<file path="config.mk">
export PLATFORM = sky130hd
export DESIGN_NAME = mem_port_arbiter
export DESIGN_NICKNAME = d
export VERILOG_FILES = /design/src/rtl/mem_port_arbiter.sv
export SDC_FILE = /design/constraint.sdc
export NUM_CORES = 1
export LEC_CHECK = 0
export CAP_MARGIN = 20
export CELL_PAD_IN_SITES_DETAIL_PLACEMENT = 0
export CELL_PAD_IN_SITES_GLOBAL_PLACEMENT = 1
export CORE_UTILIZATION = 26
export CTS_CLUSTER_SIZE = 25
export DETAILED_ROUTE_END_ITERATION = 8
export PLACE_DENSITY_LB_ADDON = 0.08
export SLEW_MARGIN = 10
export SYNTH_ARGS = -nofsm -noshare
export SYNTH_HDL_FRONTEND = slang
export SYNTH_SLANG_ARGS = --single-unit
export TNS_END_PERCENT = 10
</file>
<file path="constraint.sdc">
create_clock -name clk -period 1.7 [get_ports clk]
set_input_delay 0.51 -clock clk [delete_from_list [all_inputs] [get_ports clk]]
set_output_delay 0.51 -clock clk [all_outputs]
set_load 0.02 [all_outputs]
</file>
<file path="src/rtl/mem_port_arbiter.sv">
// rtl/mem_port_arbiter.sv - NCH-channel memory-port arbiter with req/rdy/valid port, stall and timeout (ARB_RR_EN selects round-robin)
module mem_port_arbiter #(
    parameter int NBITS       = 32,
    parameter int NCH         = 2,
    parameter int TIMEOUT_CYC = 64
) (
    input  logic                 clk,
    input  logic                 rst,
    input  logic [NCH-1:0]       ch_req,
    input  logic [NCH-1:0]       ch_we,
    input  logic [NCH*NBITS-1:0] ch_addr,
    input  logic [NCH*NBITS-1:0] ch_wdata,
    output logic [NCH-1:0]       ch_valid,
    output logic [NCH-1:0]       ch_err,
    output logic [NBITS-1:0]     ch_rdata,
    output logic [NCH-1:0]       ch_stall,
    output logic                 busy,
    output logic                 mem_req,
    input  logic                 mem_rdy,
    output logic                 mem_we,
    output logic [NBITS-1:0]     mem_addr,
    output logic [NBITS-1:0]     mem_wdata,
    input  logic                 mem_valid,
    input  logic [NBITS-1:0]     mem_rdata
);

    localparam int IDW = (NCH > 1) ? $clog2(NCH) : 1;
    // A zero timeout still needs a 1-bit counter so the declarations stay legal.
    localparam int CW  = (TIMEOUT_CYC > 0) ? $clog2(TIMEOUT_CYC + 1) : 1;
    // Abort fires on the WAIT cycle in which the counter would reach TIMEOUT_CYC.
    localparam logic [CW-1:0] TO_LAST = CW'((TIMEOUT_CYC > 0) ? TIMEOUT_CYC - 1 : 0);

    typedef enum logic [1:0] {
        S_IDLE = 2'd0,
        S_REQ  = 2'd1,
        S_WAIT = 2'd2
    } state_t;

    state_t           state_q, state_d;
    logic [IDW-1:0]   id_q, id_d;
    logic             we_q, we_d;
    logic [NBITS-1:0] addr_q, addr_d;
    logic [NBITS-1:0] wdata_q, wdata_d;
    logic [CW-1:0]    cnt_q, cnt_d;
    logic             mem_req_q, mem_req_d;
    logic [NCH-1:0]   ch_valid_q, ch_valid_d;
    logic [NCH-1:0]   ch_err_q, ch_err_d;
    logic [NBITS-1:0] rdata_q, rdata_d;
`ifdef ARB_RR_EN
    logic [IDW-1:0]   rr_ptr_q, rr_ptr_d;
`endif

    logic [IDW-1:0]   win_id;
    logic             win_any;

`ifdef ARB_RR_EN
    // Round-robin pick: first requester at or after the pointer, wrapping past NCH-1.
    always_comb begin
        int idx;
        idx     = 0;
        win_id  = '0;
        win_any = 1'b0;
        for (int k = 0; k < NCH; k++) begin
            idx = int'(rr_ptr_q) + k;
            if (idx >= NCH) begin
                idx = idx - NCH;
            end
            if (!win_any && ch_req[idx]) begin
                win_any = 1'b1;
                win_id  = IDW'(idx);
            end
        end
    end
`else
    // Fixed-priority pick: scanning downward leaves the lowest requesting index.
    always_comb begin
        win_id  = '0;
        win_any = 1'b0;
        for (int k = NCH - 1; k >= 0; k--) begin
            if (ch_req[k]) begin
                win_any = 1'b1;
                win_id  = IDW'(k);
            end
        end
    end
`endif

    // Next-state and registered-output computation for the IDLE/REQ/WAIT handshake.
    always_comb begin
        state_d    = state_q;
        id_d       = id_q;
        we_d       = we_q;
        addr_d     = addr_q;
        wdata_d    = wdata_q;
        cnt_d      = cnt_q;
        mem_req_d  = mem_req_q;
        ch_valid_d = '0;
        ch_err_d   = '0;
        rdata_d    = rdata_q;
`ifdef ARB_RR_EN
        rr_ptr_d   = rr_ptr_q;
`endif
        case (state_q)
            S_IDLE: begin
                if (win_any) begin
                    id_d      = win_id;
                    we_d      = ch_we[win_id];
                    addr_d    = ch_addr[win_id*NBITS +: NBITS];
                    wdata_d   = ch_wdata[win_id*NBITS +: NBITS];
                    mem_req_d = 1'b1;
                    cnt_d     = '0;
                    state_d   = S_REQ;
`ifdef ARB_RR_EN
                    if (win_id == IDW'(NCH - 1)) begin
                        rr_ptr_d = '0;
                    end else begin
                        rr_ptr_d = win_id + 1'b1;
                    end
`endif
                end
            end
            S_REQ: begin
                // No timeout here: a memory that never accepts stalls the channel indefinitely.
                if (mem_req_q && mem_rdy) begin
                    mem_req_d = 1'b0;
                    cnt_d     = '0;
                    state_d   = S_WAIT;
                end
            end
            S_WAIT: begin
                if (mem_valid) begin
                    // A response arriving on the timeout cycle still counts as success.
                    ch_valid_d[id_q] = 1'b1;
                    rdata_d          = we_q ? '0 : mem_rdata;
                    cnt_d            = '0;
                    state_d          = S_IDLE;
                end else if ((TIMEOUT_CYC != 0) && (cnt_q == TO_LAST)) begin
                    ch_valid_d[id_q] = 1'b1;
                    ch_err_d[id_q]   = 1'b1;
                    rdata_d          = '0;
                    cnt_d            = '0;
                    state_d          = S_IDLE;
                end else if (cnt_q != {CW{1'b1}}) begin
                    cnt_d = cnt_q + 1'b1;
                end
            end
            default: begin
                mem_req_d = 1'b0;
                cnt_d     = '0;
                state_d   = S_IDLE;
            end
        endcase
    end

    // State and output registers; reset aborts any transaction without a completion pulse.
    always_ff @(posedge clk or negedge rst) begin
        if (!rst) begin
            state_q    <= S_IDLE;
            id_q       <= '0;
            we_q       <= 1'b0;
            addr_q     <= '0;
            wdata_q    <= '0;
            cnt_q      <= '0;
            mem_req_q  <= 1'b0;
            ch_valid_q <= '0;
            ch_err_q   <= '0;
            rdata_q    <= '0;
`ifdef ARB_RR_EN
            rr_ptr_q   <= '0;
`endif
        end else begin
            state_q    <= state_d;
            id_q       <= id_d;
            we_q       <= we_d;
            addr_q     <= addr_d;
            wdata_q    <= wdata_d;
            cnt_q      <= cnt_d;
            mem_req_q  <= mem_req_d;
            ch_valid_q <= ch_valid_d;
            ch_err_q   <= ch_err_d;
            rdata_q    <= rdata_d;
`ifdef ARB_RR_EN
            rr_ptr_q   <= rr_ptr_d;
`endif
        end
    end

    assign ch_valid  = ch_valid_q;
    assign ch_err    = ch_err_q;
    assign ch_rdata  = rdata_q;
    // Stall releases in the completion cycle so the pipeline can advance on the pulse.
    assign ch_stall  = ch_req & ~ch_valid_q;
    assign busy      = (state_q != S_IDLE);
    assign mem_req   = mem_req_q;
    assign mem_we    = we_q;
    assign mem_addr  = addr_q;
    assign mem_wdata = wdata_q;

endmodule

</file>
==> images/layers.png <==
Scale: 2 px per µm.
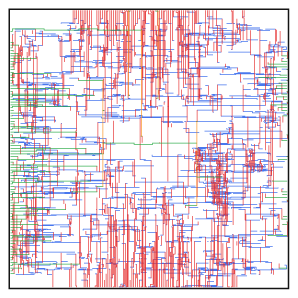
M2: shown in red, wire length 7960 µm. M3: shown in green, wire length 1160 µm. M4: shown in orange, wire length 234 µm. M1: shown in blue, wire length 6040 µm.

==> images/clock_wires.png <==
Scale: 3 px per µm.
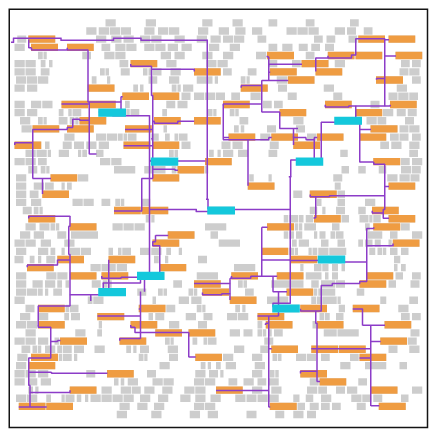
clock-net drivers: shown in cyan, count 9. flip-flops: shown in orange, count 112. clock wires: shown in purple, length 1620 µm.
There are 10 routed clock nets. Position of the flops: widely spread.

==> images/m3.png <==
Scale: 2 px per µm.
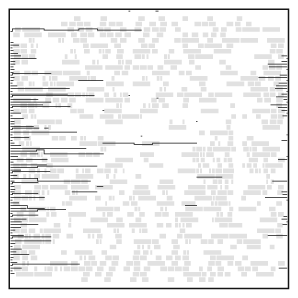
The longest straight run is 40.9 µm. The wires run mostly horizontal. 128 nets have wire on it. The layer holds 7.6% of the routed length.

==> images/congestion_map.png <==
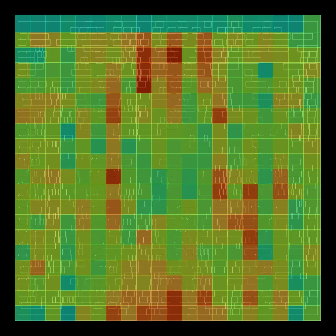
GR Util met2: 28.6%
met3 Track Usage GR: 6.01%

==> images/ff_map.png <==
Scale: 2 px per µm. Other sequential cells in the stronger grey, the rest of the logic in the fainter grey.
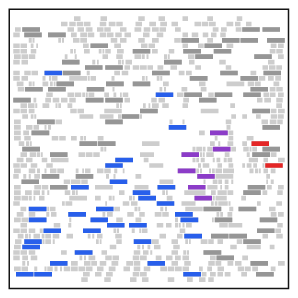
mem_wdata: shown in blue, sequential cells 32. state_q: shown in red, sequential cells 2. cnt_q: shown in purple, sequential cells 7.
Another 71 sequential cells are not coloured.

==> flow_summary.toml <==
# synthesis and place-and-route metrics
[setup_path]
worst-path-buf-inv = 1
cp_max_fo = 3
cp.required_ps = 1190
r2r_start = "cnt_q[1]$_DFFE_PN0P_"
crit_cells = 1
arrival_ps = 1120

[drt]
routed_via_density = 4.41

[synthesis]
synthArstFlopShare_pct = 100
syn_area_per_cell_um2 = 11.3
post_synth_num_cell_types = 38
yosys-stat-area_um2 = 4870
top_cell = "dfrtp_1"

[power]
pwr-share-comb_pct = 46.4
swShare_pct = 39.4

[final_layout]
fin_area_um2 = 8270
lay_top_cells = "clkdlybuf4s50_1, dfrtp_1, dlygate4sd2_1"
final_nets = 886

[clock_tree]
cts_hold_buffers = 1
cts.sinks = 112
clk_pin_slew_ps = 70
post_cts_resized = 117
cts_setup_buffers = 1

[final_timing]
rsz0062_at_grt = "false"
drv_slew = 0

[floorplan]
dieWidth_um = 139
io_pins = 273

[placed_design]
gp_congestion = 0.779
port_buffers = 272
place_hpwl_um = 11500

[run_status]
status = "completed"

[global_routing]
busiest_layer = "met2"
[power by group through the flow]
stage / Clock (mW) / Sequential [mW] / Combinational [mW]
6_report: 2.22 / 4.29 / 5.65
5_1_grt: 2.41 / 4.46 / 6.11
4_1_cts: 2.33 / 4.31 / 5.76
3_5_place_dp: 0 / 4.37 / 6.47
3_3_place_gp: 0 / 4.34 / 6.43
2_1_floorplan: 0 / 5.63 / 1.74
[through the flow]
step | power, mW | cells | TNS (ps)
finish | 12.2 | 951 | 0
global route | 13.0 | 951 | 0
CTS | 12.4 | 949 | -2650
detailed placement | 10.8 | 931 | -33060
global placement | 10.8 | 931 | -33340
floorplan | 7.37 | 432 | 0
[how the worst min path moves through the flow]
stage	startpoint	to	slack, ps	cells past startpoint
6_report	mem_wdata[16]$_DFFE_PN0P_	mem_wdata[16]$_DFFE_PN0P_	480	2
5_1_grt	rst	ch_rdata[22]$_DFFE_PN0P_	490	2
4_1_cts	rst	ch_rdata[22]$_DFFE_PN0P_	470	2
3_5_place_dp	rst	ch_rdata[22]$_DFFE_PN0P_	310	1
3_3_place_gp	rst	ch_rdata[30]$_DFFE_PN0P_	310	1
2_1_floorplan	rst	ch_err[0]$_DFF_PN0_	210	0
[kinds of logic after synthesis]
| kind of cell | share of synthesized area [%] |
|---|---|
| DFF | 57.5 |
| and+or+nand+nor | 9.39 |
| muxes | 13.8 |
| buffers and inverters | 3.75 |
| adders and majority gates | 0.257 |
| AOI/OAI and AO/OA | 15.3 |
[layout make-up]
type	instances	area, µm²	share of cell area (%)
repair buffers	303	2950	35.7
flip-flops and latches	112	2800	33.9
multi-input cells	288	1910	23.1
well taps	229	287	3.46
clock buffers	10	239	2.89
clock inverters	6	67.6	0.817
inverters	3	11.3	0.136
No activity file was given, so power comes from the tool's default toggle rates.
